`src/rtl/jk_bank_driver.sv`:
```
// jk_bank_driver: drives a JK flip-flop bank to a requested value, checks the feedback and retries.
// Define JK_DRV_TOGGLE_EN to drive changing bits with J=K=1 instead of a set/reset pair.
module jk_bank_driver #(
    parameter int WIDTH = 4,
    parameter int MAX_RETRY = 2
) (
    input  logic             clk,
    input  logic             rst,
    input  logic [WIDTH-1:0] tgt,
    input  logic             tgt_valid,
    output logic             tgt_ready,
    input  logic [WIDTH-1:0] q_fb,
    output logic [WIDTH-1:0] j,
    output logic [WIDTH-1:0] k,
    output logic             done,
    output logic             err
);
    typedef enum logic [1:0] {IDLE, DRIVE, SETTLE, CHECK} state_t;
    state_t state, state_n;
    logic [WIDTH-1:0] tgt_q, diff, j_n, k_n;
    logic [2:0] retry;
    logic accept, match, give_up;
    assign diff = q_fb ^ tgt_q;
`ifdef JK_DRV_TOGGLE_EN
    assign j_n = diff;
    assign k_n = diff;
`else
    assign j_n = diff & tgt_q;
    assign k_n = diff & ~tgt_q;
`endif
    assign tgt_ready = state == IDLE;
    assign accept = tgt_valid && tgt_ready;
    assign match = q_fb == tgt_q;
    assign give_up = retry == 3'(MAX_RETRY);
    always_comb begin
        state_n = state == IDLE   ? (accept ? DRIVE : IDLE) :
                  state == DRIVE  ? SETTLE :
                  state == SETTLE ? CHECK :
                  (match || give_up) ? IDLE : DRIVE;
    end
    // j/k are registered from DRIVE so they are visible only during SETTLE
    always_ff @(posedge clk) begin
        if (rst) begin
            state <= IDLE;
            tgt_q <= '0;
            retry <= '0;
            j     <= '0;
            k     <= '0;
            done  <= 1'b0;
            err   <= 1'b0;
        end else begin
            state <= state_n;
            if (accept) begin
                tgt_q <= tgt;
                retry <= '0;
            end else if (state == CHECK && !match && !give_up) begin
                retry <= retry + 3'd1;
            end
            j    <= state == DRIVE ? j_n : '0;
            k    <= state == DRIVE ? k_n : '0;
            done <= state == CHECK && match;
            err  <= state == CHECK && !match && give_up;
        end
    end
endmodule

```
`config.mk`:
```
export PLATFORM = sky130hd
export DESIGN_NAME = jk_bank_driver
export DESIGN_NICKNAME = d
export VERILOG_FILES = /design/src/rtl/jk_bank_driver.sv
export SDC_FILE = /design/constraint.sdc
export NUM_CORES = 1
export LEC_CHECK = 0
export CORE_MARGIN = 1
export CORE_UTILIZATION = 40
export DETAILED_ROUTE_END_ITERATION = 6
export PLACE_DENSITY = 0.7
export SLEW_MARGIN = 20
export SYNTH_ARGS = -nofsm -noshare
export SYNTH_HDL_FRONTEND = slang
export SYNTH_SLANG_ARGS = --single-unit
```
`constraint.sdc`:
```
create_clock -name clk -period 1.2 [get_ports clk]
set_input_delay 0.24 -clock clk [delete_from_list [all_inputs] [get_ports clk]]
set_output_delay 0.24 -clock clk [all_outputs]
set_load 0.02 [all_outputs]
```
Fig. 1: clock nets
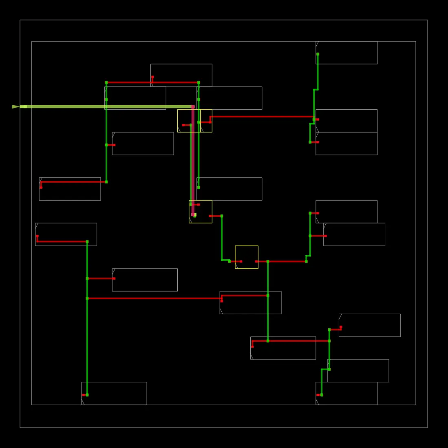
Seq Cell Count: 19
CTS Sinks: 19

Fig. 2: metal 3
Scale: 10 px per um.
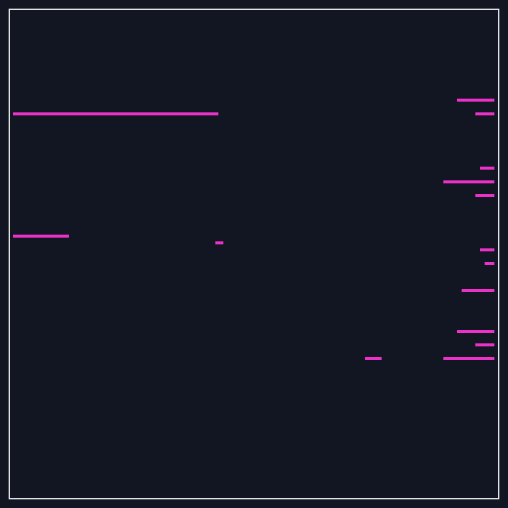
longest straight run: 20.2 um
main direction: horizontal
wire length on this layer: 54.5 um
share of all routed wire: 3.7%
met3 track utilization from global routing: 0.0374
number of vias after detailed routing: 696
Detailed Route WL: 1.46 mm

==> impl_table.tex <==
% Implementation results table
\begin{tabular}{lr}
\hline
Metric & Value \\
\hline
\multicolumn{2}{l}{\textbf{Die}} \\
\quad Chip Width & between 40 and 50 um \\
\quad Number of rows created at floorplan & 16 \\
\quad \# IOs & 22 \\
\multicolumn{2}{l}{\textbf{Logic synthesis}} \\
\quad Number of library cell types mapped by synthesis & 19 \\
\quad Top cells by area, synth & sky130\_fd\_sc\_hd\_\_dfxtp\_1 43\%, sky130\_fd\_sc\_hd\_\_ha\_1 20\%, sky130\_fd\_sc\_hd\_\_and2\_1 5.7\%, sky130\_fd\_sc\_hd\_\_nand2\_1 5.1\%, sky130\_fd\_sc\_hd\_\_inv\_1 4.7\% \\
\quad Synth logic family & simple AND/OR/NAND/NOR gates \\
\quad Basic-gate share of the synthesized area counting and, or, nand and nor cells & 0.214 \\
\quad Instance count of the mapped netlist & 91 \\
\quad Top FF cell, synth & sky130\_fd\_sc\_hd\_\_dfxtp\_1 \\
\quad Register area share after synthesis & 0.434 \\
\quad Total number of yosys warnings & 0 \\
\multicolumn{2}{l}{\textbf{Setup path}} \\
\quad Critical path's largest stage delay & 350 ps \\
\quad Cell breakdown of the critical path & ha\_4, nand4\_1, nand3\_1, mux2i\_1 \\
\quad Type of element launching the critical path & flip-flop \\
\quad Depth of the worst register-to-register path & 4 \\
\quad Endpoint type of the worst setup path & flip-flop \\
\multicolumn{2}{l}{\textbf{Finish}} \\
\quad Final Util & 0.643 \\
\quad Fraction of layout cells with a size suffix above 1 & 0.289 \\
\quad Count of placed standard cells in the final layout, fillers left out & 155 \\
\quad Area growth from synthesis to final layout & 47.0\% \\
\quad Fillers & 172 \\
\multicolumn{2}{l}{\textbf{Timing}} \\
\quad Total setup violations reported at the end of the flow & 4 \\
\quad Final worst setup slack & -45.7 ps \\
\quad Final Max Tran Viols & 0 \\
\quad Final period demand of the worst path & 1250 ps \\
\multicolumn{2}{l}{\textbf{Clock tree}} \\
\quad Number of setup buffers added after CTS & 0 \\
\quad Clock-pin slew reported for the worst setup and hold paths after clock tree synthesis & 110 ps \\
\quad Number of buffers created by CTS & 3 \\
\quad Longest Clk Path Bufs & 2 \\
\multicolumn{2}{l}{\textbf{Placement}} \\
\quad Number of instances in the placed design & 151 \\
\multicolumn{2}{l}{\textbf{Routing}} \\
\quad Final ANT Viol Nets & 0 \\
\quad DRC violation count after routing & 0 \\
\multicolumn{2}{l}{\textbf{GRT}} \\
\quad Largest net degree at the start of global routing & 11 \\
\quad Total overflow reported by the global router & 0 \\
\multicolumn{2}{l}{\textbf{Outcome}} \\
\quad Status & finished with violations \\
\quad Violated checks & setup timing \\
\multicolumn{2}{l}{\textbf{Run}} \\
\quad Tally of OpenROAD warnings & 36 \\
\hline
\end{tabular}
Fig. 3: cells by drive strength
Scale: 10 px per um.
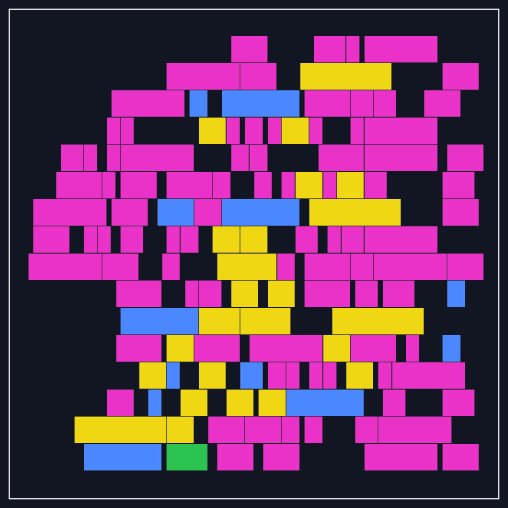
| color | size | cells | share |
|---|---|---|---|
| blue | _2 cells | 12 | 9.4% |
| green | _6 and larger | 1 | 0.78% |
| magenta | _0 and _1 cells | 91 | 71% |
| yellow | _3 and _4 cells | 24 | 19% |

[worst max-delay path: cells and delay by family (launching register included)]
family                   cells  cell delay [ps]
AND/OR/NAND/NOR              2              380
flip-flops                   1              350
adder cells (fa/ha/maj)      1              250
multiplexers                 1              190
[area by class of cell]
| cell class | count | area (um2) | share of cell area |
|---|---|---|---|
| Clock buffer | 4 | 26.3 | 0.0204 |
| Inverter | 11 | 41.3 | 0.0321 |
| Multi-Input combinational cell | 59 | 503 | 0.391 |
| Sequential cell | 19 | 387 | 0.300 |
| Tap cell | 27 | 33.8 | 0.0262 |
| Timing Repair Buffer | 35 | 297 | 0.230 |
[sequential cells by signal (all words and copies together) (netlist names)]
signal  count
done        1
err         1
j           4
k           4
retry       3
state       2
tgt_q       4
[per-layer routing]
metal	track usage	share of wire	vias up
li1	-	-	369
met1	0.124	0.42	310
met2	0.257	0.54	15
met3	0.0374	0.037	2
met4	0.0735	0.0082	0
met5	0	0	-
[worst max path at each step]
stage,cells past startpoint,end,from,slack (ps)
finish,4,retry[2],tgt_q[1],-50
global route,4,retry[2],tgt_q[0],-130
CTS,3,tgt_ready,state[0],-80
detailed placement,6,retry[1],q_fb[1],-540
global placement,6,retry[0],q_fb[1],-480
floorplan,6,retry[0],state[0],20
[cells in the mapped netlist, types with 2 or more instances]
cell type	n
sky130_fd_sc_hd__nand2_1	12
sky130_fd_sc_hd__nand2b_1	2
sky130_fd_sc_hd__dfxtp_1	19
sky130_fd_sc_hd__nand3_1	7
sky130_fd_sc_hd__a21oi_1	4
sky130_fd_sc_hd__ha_1	14
sky130_fd_sc_hd__nor3b_1	2
sky130_fd_sc_hd__and2_1	8
sky130_fd_sc_hd__mux2i_1	3
sky130_fd_sc_hd__inv_1	11
[stage by stage]
stage | setup TNS, ps | worst slack, ps | hold slack (ps)
detailed placement | -3680 | -541 | 481
CTS | -226 | -78.9 | 419
floorplan | 0 | 16.5 | 387
global route | -437 | -127 | 427
global placement | -3460 | -481 | 455
finish | -101 | -45.7 | 424
[report_power, final]
group / internal, W / switching [W] / leakage (nW) / total, W
Clock: 0.000129 / 0.000188 / 0.0150 / 0.000317
Sequential: 0.000657 / 0.0000143 / 0.156 / 0.000671
Combinational: 0.000143 / 0.000127 / 0.404 / 0.000270
[logic make-up (layout without fill, tap and decap cells)]
family,after synthesis,after routing
compound gates,6,6
fa+ha+maj,14,14
buf+inv,13,50
flops,19,19
mux,3,3
simple gates,36,36
[what timing repair did]
action / CTS / global route
hold buffers: 0 / 0
endpoints found under the hold margin: 0 / 0
gates resized: 22 / 26
pin swaps: 4 / 7
endpoints found under the setup margin: 17 / 29
Power is estimated from default activity; no workload was simulated.
